File: src/rtl/hazard_unit_pkg.sv
// Shared constants and types for the hazard unit.
// Forward-select encodings, FSM states and register index width.
package hazard_unit_pkg;

  localparam int REG_ADDR_W = 5;

  localparam logic [1:0] FWD_REGFILE = 2'b00;
  localparam logic [1:0] FWD_EXMEM   = 2'b01;
  localparam logic [1:0] FWD_MEMWB   = 2'b10;

  typedef enum logic {
    ST_IDLE    = 1'b0,
    ST_MD_BUSY = 1'b1
  } state_e;

endpackage

File: src/rtl/hazard_unit_if.sv
// Pipeline-register fields into the hazard unit and its control outputs.
// master = pipeline side, slave = hazard unit.
interface hazard_unit_if #(
  parameter int REG_ADDR_W = hazard_unit_pkg::REG_ADDR_W
);

  logic [REG_ADDR_W-1:0] if_id_rs_i;
  logic [REG_ADDR_W-1:0] if_id_rt_i;
  logic [REG_ADDR_W-1:0] id_ex_rs_i;
  logic [REG_ADDR_W-1:0] id_ex_rt_i;
  logic [REG_ADDR_W-1:0] id_ex_rd_i;
  logic                  id_ex_memRead_i;
  logic                  ex_mem_regWrite_i;
  logic                  ex_mem_memRead_i;
  logic [REG_ADDR_W-1:0] ex_mem_rd_i;
  logic                  mem_wb_regWrite_i;
  logic [REG_ADDR_W-1:0] mem_wb_rd_i;
  logic                  branch_taken_i;
  logic                  md_start_i;

  logic [1:0]            forwardA_o;
  logic [1:0]            forwardB_o;
  logic                  pc_stall_o;
  logic                  if_id_stall_o;
  logic                  id_ex_stall_o;
  logic                  if_id_flush_o;
  logic                  id_ex_flush_o;
  logic                  md_busy_o;

  modport master (
    output if_id_rs_i, if_id_rt_i,
    output id_ex_rs_i, id_ex_rt_i, id_ex_rd_i,
    output id_ex_memRead_i,
    output ex_mem_regWrite_i, ex_mem_memRead_i,
    output ex_mem_rd_i,
    output mem_wb_regWrite_i, mem_wb_rd_i,
    output branch_taken_i, md_start_i,
    input  forwardA_o, forwardB_o,
    input  pc_stall_o, if_id_stall_o, id_ex_stall_o,
    input  if_id_flush_o, id_ex_flush_o,
    input  md_busy_o
  );

  modport slave (
    input  if_id_rs_i, if_id_rt_i,
    input  id_ex_rs_i, id_ex_rt_i, id_ex_rd_i,
    input  id_ex_memRead_i,
    input  ex_mem_regWrite_i, ex_mem_memRead_i,
    input  ex_mem_rd_i,
    input  mem_wb_regWrite_i, mem_wb_rd_i,
    input  branch_taken_i, md_start_i,
    output forwardA_o, forwardB_o,
    output pc_stall_o, if_id_stall_o, id_ex_stall_o,
    output if_id_flush_o, id_ex_flush_o,
    output md_busy_o
  );

endinterface

File: src/rtl/hazard_unit_fwd_sel.sv
// Single-operand forward selector for the EX-stage operand mux.
// EX/MEM wins over MEM/WB; loads in EX/MEM have no data yet.
module hazard_unit_fwd_sel #(
  parameter int REG_ADDR_W = hazard_unit_pkg::REG_ADDR_W
) (
  input  logic                  en_i,
  input  logic [REG_ADDR_W-1:0] src_i,
  input  logic                  ex_mem_we_i,
  input  logic                  ex_mem_ld_i,
  input  logic [REG_ADDR_W-1:0] ex_mem_rd_i,
  input  logic                  mem_wb_we_i,
  input  logic [REG_ADDR_W-1:0] mem_wb_rd_i,
  output logic [1:0]            sel_o
);
  import hazard_unit_pkg::*;

  logic ex_mem_hit;
  logic mem_wb_hit;

  always_comb begin
    ex_mem_hit = ex_mem_we_i && !ex_mem_ld_i &&
                 (ex_mem_rd_i != '0) &&
                 (ex_mem_rd_i == src_i);
    mem_wb_hit = mem_wb_we_i &&
                 (mem_wb_rd_i != '0) &&
                 (mem_wb_rd_i == src_i);
    sel_o = FWD_REGFILE;
    if (en_i) begin
      if (ex_mem_hit)
        sel_o = FWD_EXMEM;
      else if (mem_wb_hit)
        sel_o = FWD_MEMWB;
    end
  end

endmodule

File: src/rtl/hazard_unit.sv
// Forwarding selects plus stall/flush sequencing for the EX stage.
// `define HAZARD_PERF_EN adds stall-cycle and flush counters.
module hazard_unit #(
  parameter int REG_ADDR_W = hazard_unit_pkg::REG_ADDR_W,
  parameter int MD_LATENCY = 32,
  parameter int CNT_W      = 6
) (
  input  logic          clk_i,
  input  logic          rst_i,
`ifdef HAZARD_PERF_EN
  output logic [31:0]   stall_cycles_o,
  output logic [15:0]   flush_count_o,
`endif
  hazard_unit_if.slave  hz
);
  import hazard_unit_pkg::*;

  state_e           state_q, state_d;
  logic [CNT_W-1:0] cnt_q, cnt_d;
  logic             lu;

  hazard_unit_fwd_sel #(
    .REG_ADDR_W (REG_ADDR_W)
  ) u_fwd_a (
    .en_i        (!rst_i),
    .src_i       (hz.id_ex_rs_i),
    .ex_mem_we_i (hz.ex_mem_regWrite_i),
    .ex_mem_ld_i (hz.ex_mem_memRead_i),
    .ex_mem_rd_i (hz.ex_mem_rd_i),
    .mem_wb_we_i (hz.mem_wb_regWrite_i),
    .mem_wb_rd_i (hz.mem_wb_rd_i),
    .sel_o       (hz.forwardA_o)
  );

  hazard_unit_fwd_sel #(
    .REG_ADDR_W (REG_ADDR_W)
  ) u_fwd_b (
    .en_i        (!rst_i),
    .src_i       (hz.id_ex_rt_i),
    .ex_mem_we_i (hz.ex_mem_regWrite_i),
    .ex_mem_ld_i (hz.ex_mem_memRead_i),
    .ex_mem_rd_i (hz.ex_mem_rd_i),
    .mem_wb_we_i (hz.mem_wb_regWrite_i),
    .mem_wb_rd_i (hz.mem_wb_rd_i),
    .sel_o       (hz.forwardB_o)
  );

  always_comb begin
    lu = hz.id_ex_memRead_i &&
         (hz.id_ex_rd_i != '0) &&
         ((hz.id_ex_rd_i == hz.if_id_rs_i) ||
          (hz.id_ex_rd_i == hz.if_id_rt_i));
  end

  always_ff @(posedge clk_i) begin
    if (rst_i) begin
      state_q <= ST_IDLE;
      cnt_q   <= '0;
    end else begin
      state_q <= state_d;
      cnt_q   <= cnt_d;
    end
  end

  // Loaded with MD_LATENCY-1; leaving when it would hit zero
  // gives exactly MD_LATENCY-1 busy cycles.
  always_comb begin
    state_d          = state_q;
    cnt_d            = cnt_q;
    hz.pc_stall_o    = 1'b0;
    hz.if_id_stall_o = 1'b0;
    hz.id_ex_stall_o = 1'b0;
    hz.if_id_flush_o = 1'b0;
    hz.id_ex_flush_o = 1'b0;
    hz.md_busy_o     = 1'b0;
    if (!rst_i) begin
      case (state_q)
        ST_IDLE: begin
          if (hz.branch_taken_i) begin
            hz.if_id_flush_o = 1'b1;
            hz.id_ex_flush_o = 1'b1;
          end else if (hz.md_start_i) begin
            state_d = ST_MD_BUSY;
            cnt_d   = CNT_W'(MD_LATENCY - 1);
          end else if (lu) begin
            hz.pc_stall_o    = 1'b1;
            hz.if_id_stall_o = 1'b1;
            hz.id_ex_flush_o = 1'b1;
          end
        end
        ST_MD_BUSY: begin
          hz.pc_stall_o    = 1'b1;
          hz.if_id_stall_o = 1'b1;
          hz.id_ex_stall_o = 1'b1;
          hz.md_busy_o     = 1'b1;
          if (cnt_q <= CNT_W'(1)) begin
            state_d = ST_IDLE;
            cnt_d   = '0;
          end else begin
            cnt_d = cnt_q - 1'b1;
          end
        end
        default: begin
          state_d = ST_IDLE;
          cnt_d   = '0;
        end
      endcase
    end
  end

`ifdef HAZARD_PERF_EN
  logic [31:0] stall_cnt_q, stall_cnt_d;
  logic [15:0] flush_cnt_q, flush_cnt_d;

  always_comb begin
    stall_cnt_d = stall_cnt_q;
    flush_cnt_d = flush_cnt_q;
    if (hz.pc_stall_o && !(&stall_cnt_q))
      stall_cnt_d = stall_cnt_q + 32'd1;
    if (hz.if_id_flush_o && !(&flush_cnt_q))
      flush_cnt_d = flush_cnt_q + 16'd1;
  end

  always_ff @(posedge clk_i) begin
    if (rst_i) begin
      stall_cnt_q <= '0;
      flush_cnt_q <= '0;
    end else begin
      stall_cnt_q <= stall_cnt_d;
      flush_cnt_q <= flush_cnt_d;
    end
  end

  assign stall_cycles_o = stall_cnt_q;
  assign flush_count_o  = flush_cnt_q;
`endif

endmodule
File: src/flat_wrapper.sv
// flat-port wrapper written by rule: the top's interface ports become plain ports
module hazard_unit_flat import hazard_unit_pkg::*;
#(
  parameter int REG_ADDR_W = hazard_unit_pkg::REG_ADDR_W,
  parameter int MD_LATENCY = 32,
  parameter int CNT_W      = 6
)
  (clk_i, rst_i, hz_if_id_rs_i, hz_if_id_rt_i, hz_id_ex_rs_i, hz_id_ex_rt_i, hz_id_ex_rd_i, hz_id_ex_memRead_i, hz_ex_mem_regWrite_i, hz_ex_mem_memRead_i, hz_ex_mem_rd_i, hz_mem_wb_regWrite_i, hz_mem_wb_rd_i, hz_branch_taken_i, hz_md_start_i, hz_forwardA_o, hz_forwardB_o, hz_pc_stall_o, hz_if_id_stall_o, hz_id_ex_stall_o, hz_if_id_flush_o, hz_id_ex_flush_o, hz_md_busy_o);
  hazard_unit_if #(.REG_ADDR_W(REG_ADDR_W)) hz_i ();
  input  logic clk_i;
  input  logic rst_i;
  input wire logic [$bits(hz_i.if_id_rs_i)-1:0] hz_if_id_rs_i;
  input wire logic [$bits(hz_i.if_id_rt_i)-1:0] hz_if_id_rt_i;
  input wire logic [$bits(hz_i.id_ex_rs_i)-1:0] hz_id_ex_rs_i;
  input wire logic [$bits(hz_i.id_ex_rt_i)-1:0] hz_id_ex_rt_i;
  input wire logic [$bits(hz_i.id_ex_rd_i)-1:0] hz_id_ex_rd_i;
  input wire logic [$bits(hz_i.id_ex_memRead_i)-1:0] hz_id_ex_memRead_i;
  input wire logic [$bits(hz_i.ex_mem_regWrite_i)-1:0] hz_ex_mem_regWrite_i;
  input wire logic [$bits(hz_i.ex_mem_memRead_i)-1:0] hz_ex_mem_memRead_i;
  input wire logic [$bits(hz_i.ex_mem_rd_i)-1:0] hz_ex_mem_rd_i;
  input wire logic [$bits(hz_i.mem_wb_regWrite_i)-1:0] hz_mem_wb_regWrite_i;
  input wire logic [$bits(hz_i.mem_wb_rd_i)-1:0] hz_mem_wb_rd_i;
  input wire logic [$bits(hz_i.branch_taken_i)-1:0] hz_branch_taken_i;
  input wire logic [$bits(hz_i.md_start_i)-1:0] hz_md_start_i;
  output wire logic [$bits(hz_i.forwardA_o)-1:0] hz_forwardA_o;
  output wire logic [$bits(hz_i.forwardB_o)-1:0] hz_forwardB_o;
  output wire logic [$bits(hz_i.pc_stall_o)-1:0] hz_pc_stall_o;
  output wire logic [$bits(hz_i.if_id_stall_o)-1:0] hz_if_id_stall_o;
  output wire logic [$bits(hz_i.id_ex_stall_o)-1:0] hz_id_ex_stall_o;
  output wire logic [$bits(hz_i.if_id_flush_o)-1:0] hz_if_id_flush_o;
  output wire logic [$bits(hz_i.id_ex_flush_o)-1:0] hz_id_ex_flush_o;
  output wire logic [$bits(hz_i.md_busy_o)-1:0] hz_md_busy_o;
  assign hz_i.if_id_rs_i = hz_if_id_rs_i;
  assign hz_i.if_id_rt_i = hz_if_id_rt_i;
  assign hz_i.id_ex_rs_i = hz_id_ex_rs_i;
  assign hz_i.id_ex_rt_i = hz_id_ex_rt_i;
  assign hz_i.id_ex_rd_i = hz_id_ex_rd_i;
  assign hz_i.id_ex_memRead_i = hz_id_ex_memRead_i;
  assign hz_i.ex_mem_regWrite_i = hz_ex_mem_regWrite_i;
  assign hz_i.ex_mem_memRead_i = hz_ex_mem_memRead_i;
  assign hz_i.ex_mem_rd_i = hz_ex_mem_rd_i;
  assign hz_i.mem_wb_regWrite_i = hz_mem_wb_regWrite_i;
  assign hz_i.mem_wb_rd_i = hz_mem_wb_rd_i;
  assign hz_i.branch_taken_i = hz_branch_taken_i;
  assign hz_i.md_start_i = hz_md_start_i;
  assign hz_forwardA_o = hz_i.forwardA_o;
  assign hz_forwardB_o = hz_i.forwardB_o;
  assign hz_pc_stall_o = hz_i.pc_stall_o;
  assign hz_if_id_stall_o = hz_i.if_id_stall_o;
  assign hz_id_ex_stall_o = hz_i.id_ex_stall_o;
  assign hz_if_id_flush_o = hz_i.if_id_flush_o;
  assign hz_id_ex_flush_o = hz_i.id_ex_flush_o;
  assign hz_md_busy_o = hz_i.md_busy_o;
  hazard_unit #(.REG_ADDR_W(REG_ADDR_W), .MD_LATENCY(MD_LATENCY), .CNT_W(CNT_W)) u_core (.clk_i(clk_i), .rst_i(rst_i), .hz(hz_i));
endmodule
File: config.mk
export PLATFORM = sky130hd
export DESIGN_NAME = hazard_unit_flat
export DESIGN_NICKNAME = d
export VERILOG_FILES = /design/src/rtl/hazard_unit_pkg.sv /design/src/rtl/hazard_unit_if.sv /design/src/rtl/hazard_unit_fwd_sel.sv /design/src/rtl/hazard_unit.sv /design/src/flat_wrapper.sv
export SDC_FILE = /design/constraint.sdc
export NUM_CORES = 1
export LEC_CHECK = 0
export ABC_AREA = 1
export CAP_MARGIN = 20
export CORE_UTILIZATION = 35
export DETAILED_ROUTE_END_ITERATION = 6
export PLACE_DENSITY_LB_ADDON = 0.08
export REMOVE_ABC_BUFFERS = 1
export SYNTH_ARGS = -nofsm -noshare
export SYNTH_HDL_FRONTEND = slang
export SYNTH_SLANG_ARGS = --single-unit
export TNS_END_PERCENT = 20
File: constraint.sdc
create_clock -name clk_i -period 3.83 [get_ports clk_i]
set_clock_uncertainty 0.2 [all_clocks]
set_input_delay 1.149 -clock clk_i [delete_from_list [all_inputs] [get_ports clk_i]]
set_output_delay 1.149 -clock clk_i [all_outputs]
set_load 0.02 [all_outputs]
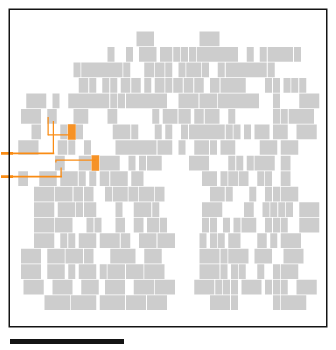
(images/port_trees.png)
Scale bar: 20 µm.
colour	port	direction	edge	end cells	buffers	wire
orange	hz_forwardA_o	output	left	2	2	36.8 µm

==> results_slide.txt <==
Physical Implementation Snapshot

Layout
  – Reg area: 140 µm²
  – Fillcell total: 275
  – Multi-input gate area: 723 µm²
  – Fin cells: 266
  – Nets@finish: 282
  – Final antenna diode count: 0
  – Synthesis-to-layout area growth: 60.6%

Synthesis
  – Simple-Gate Fraction of Synth Area: 41.0%
  – Area leader, netlist: xnor2_1
  – Top-area cell share: 16.7%
  – Synthesized instance count: 176
  – Complex Gates by Area: 8.66%
  – Adder share: 2.51%
  – Mapped Area: 997 µm²
  – # Cells Yosys: 176
  – Top non-seq family: simple AND/OR/NAND/NOR gates
  – Post-synth seq share: 14.1%

Placed design
  – Gpl congestion: 0.804
  – Placed instance area: 1590 µm²
  – DP Wirelength: 2310 µm
  – IO buf count: 52

Worst setup path
  – R2r setup slk: 2.29 ns
  – Max incr delay on CP: 0.54 ns
  – Critical Setup Path Class: in -> out
  – Worst setup SP type: primary input
  – WP data required: 2.48 ns
  – Critical path cell sequence: clkdlybuf4s50_1 > xnor2_1 > nand2_1 > nor2_1 > nand3_1 > a21oi_1 > buf_2
  – Max stage delay cell, worst path: clkdlybuf4s50_1
  – Launch point of the worst reg-to-reg path: u_core.cnt_q[0]
  – Crit Path Max Fanout: 3

Power and ir drop
  – IR drop worst, VDD: 0.207 mV
  – Power Density: 208 nW/µm²

Final timing
  – Final hold violation count: 0
  – Tcrit/Tclk final: 98.3%
  – Setup TNS Final: 0 ns
  – Final Slew Violations: 0
  – Unrepaired setup endpoints after global routing: yes
  – Relative slew slack: 81.9%
  – Setup-failing EPs final: 0

Global routing
  – Initial antenna violation count: 0
  – Largest net degree at the start of global routing: 9
  – GRT Residual Overflow: 0
  – First-pass GRT wire length: 4740 µm
  – GRT Util Overall: 18.9%
  – Vias in the first global route: 1,211

Detailed routing
  – Pre-antenna DRT Iters: 5
  – WL per Instance: 10.4 µm
  – DRC violations left: 0
  – Via Count: 1,238

Clocking
  – Clock Latency Late Sink: 0.25 ns
  – Clk buf depth: 2
  – CTS HTree Levels: 1
  – Total CTS buffers: 3
  – TritonCTS clock tree: built
  – Clk pin slew, worst setup/hold paths: 0.05 ns
  – Hold_buf cts: 0
  – CTS Root Cell: clkbuf_4
  – Post-cts repair resize count: 31

Worst hold path
  – Class of the worst hold path: reg -> reg

Status
  – Status: complete, no violations

Floorplanning
  – Core Box Area: 2590 µm²
  – Die W: 55.4 µm
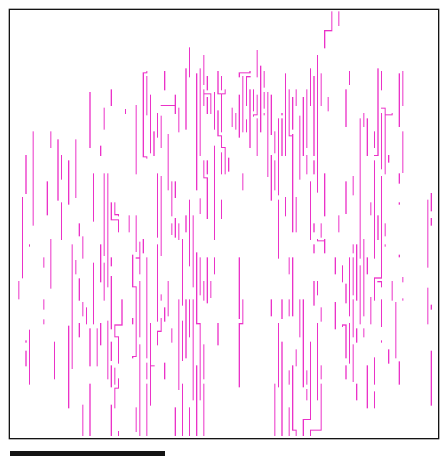
(images/m2.png)
Scale bar: 20 µm.
main direction	vertical
wire length on this layer	1,350 µm
nets with wire on the layer	230

-- routing by layer --
| layer | track usage [%] | share of wire (%) | wire (µm) |
|---|---|---|---|
| met5 | 0 | 0 | 0 |
| met1 | 20.9 | 43 | 1190 |
| met3 | 6.32 | 7.3 | 202 |
| met2 | 33.4 | 49 | 1350 |
| met4 | 6.43 | 0.76 | 21 |
-- cell usage after synthesis (all sizes together) --
| cell | n |
|---|---|
| xnor2 | 19 |
| ha | 2 |
| o21ai | 4 |
| nand3 | 16 |
| o21bai | 1 |
| buf | 3 |
| or2 | 1 |
| a21o | 1 |
| nor3 | 2 |
| a21oi | 8 |
| a211oi | 1 |
| dfxtp | 7 |
| nor2 | 31 |
| nand4 | 1 |
| nand3b | 1 |
| xor2 | 3 |
| nand2 | 42 |
| inv | 33 |
-- power breakdown --
group / switching, mW / internal [mW] / total, mW
clock network: 0.0271 / 0.0397 / 0.0669
logic: 0.0875 / 0.0912 / 0.179
registers: 0.00676 / 0.0809 / 0.0877
-- worst min path at each step --
| stage | end | slack (ns) | cells past startpoint |
|---|---|---|---|
| global placement | u_core.cnt_q[5] | 0.29 | 2 |
| CTS | u_core.cnt_q[5] | 0.30 | 2 |
| global route | u_core.cnt_q[5] | 0.36 | 2 |
| detailed placement | u_core.cnt_q[5] | 0.29 | 2 |
| floorplan | u_core.cnt_q[5] | 0.26 | 2 |
| finish | u_core.cnt_q[5] | 0.30 | 2 |
-- layout by cell type (no fill, tap or decap), types with 2 or more instances in the layout --
master | synthesis | routed
dlygate4sd2_1 | 0 | 4
nand2_1 | 40 | 40
clkbuf_4 | 0 | 3
nor2_2 | 1 | 3
buf_2 | 1 | 6
buf_4 | 2 | 8
a21oi_1 | 7 | 7
o21ai_0 | 3 | 3
clkdlybuf4s50_1 | 0 | 35
dfxtp_1 | 7 | 7
xor2_1 | 3 | 3
inv_2 | 3 | 3
xnor2_1 | 19 | 19
inv_1 | 30 | 30
nand3_1 | 14 | 14
nor2_1 | 30 | 28
ha_1 | 2 | 2
dlymetal6s2s_1 | 0 | 6
nand2_2 | 2 | 2
-- cell type report --
type | count | share of cell area [%]
multi-input combinational | 133 | 45.2
timing repair buffer | 59 | 34.4
sequential | 7 | 8.75
inverter | 33 | 7.73
tap | 30 | 2.34
clock buffer | 4 | 1.64
-- per-stage QoR --
step	hold slack, ns	power, mW	setup slack [ns]
final	0.297	0.333	0.0652
after global routing	0.356	0.362	-0.0733
after CTS	0.299	0.337	-0.0645
after detailed placement	0.290	0.270	-0.404
after global placement	0.287	0.266	-0.442
after floorplan	0.265	0.184	0.372
-- logic make-up (layout without fill, tap and decap cells) --
family	after synthesis	count (layout)
compound gates	15	15
xor+xnor	22	22
buf+inv	36	96
fa+ha+maj	2	2
simple gates	94	94
flops	7	7
-- worst max-delay path, delay by kind of cell --
kind / cells / cell delay (ns)
xor+xnor: 1 / 0.13
compound gates: 1 / 0.13
buf+inv: 2 / 0.72
simple gates: 3 / 0.28
-- sequential cells by signal, indices dropped and copies added, names as in the netlist --
register and cells:
u_core.cnt_q 6, u_core.state_q 1
Power and IR drop assume default switching activity.
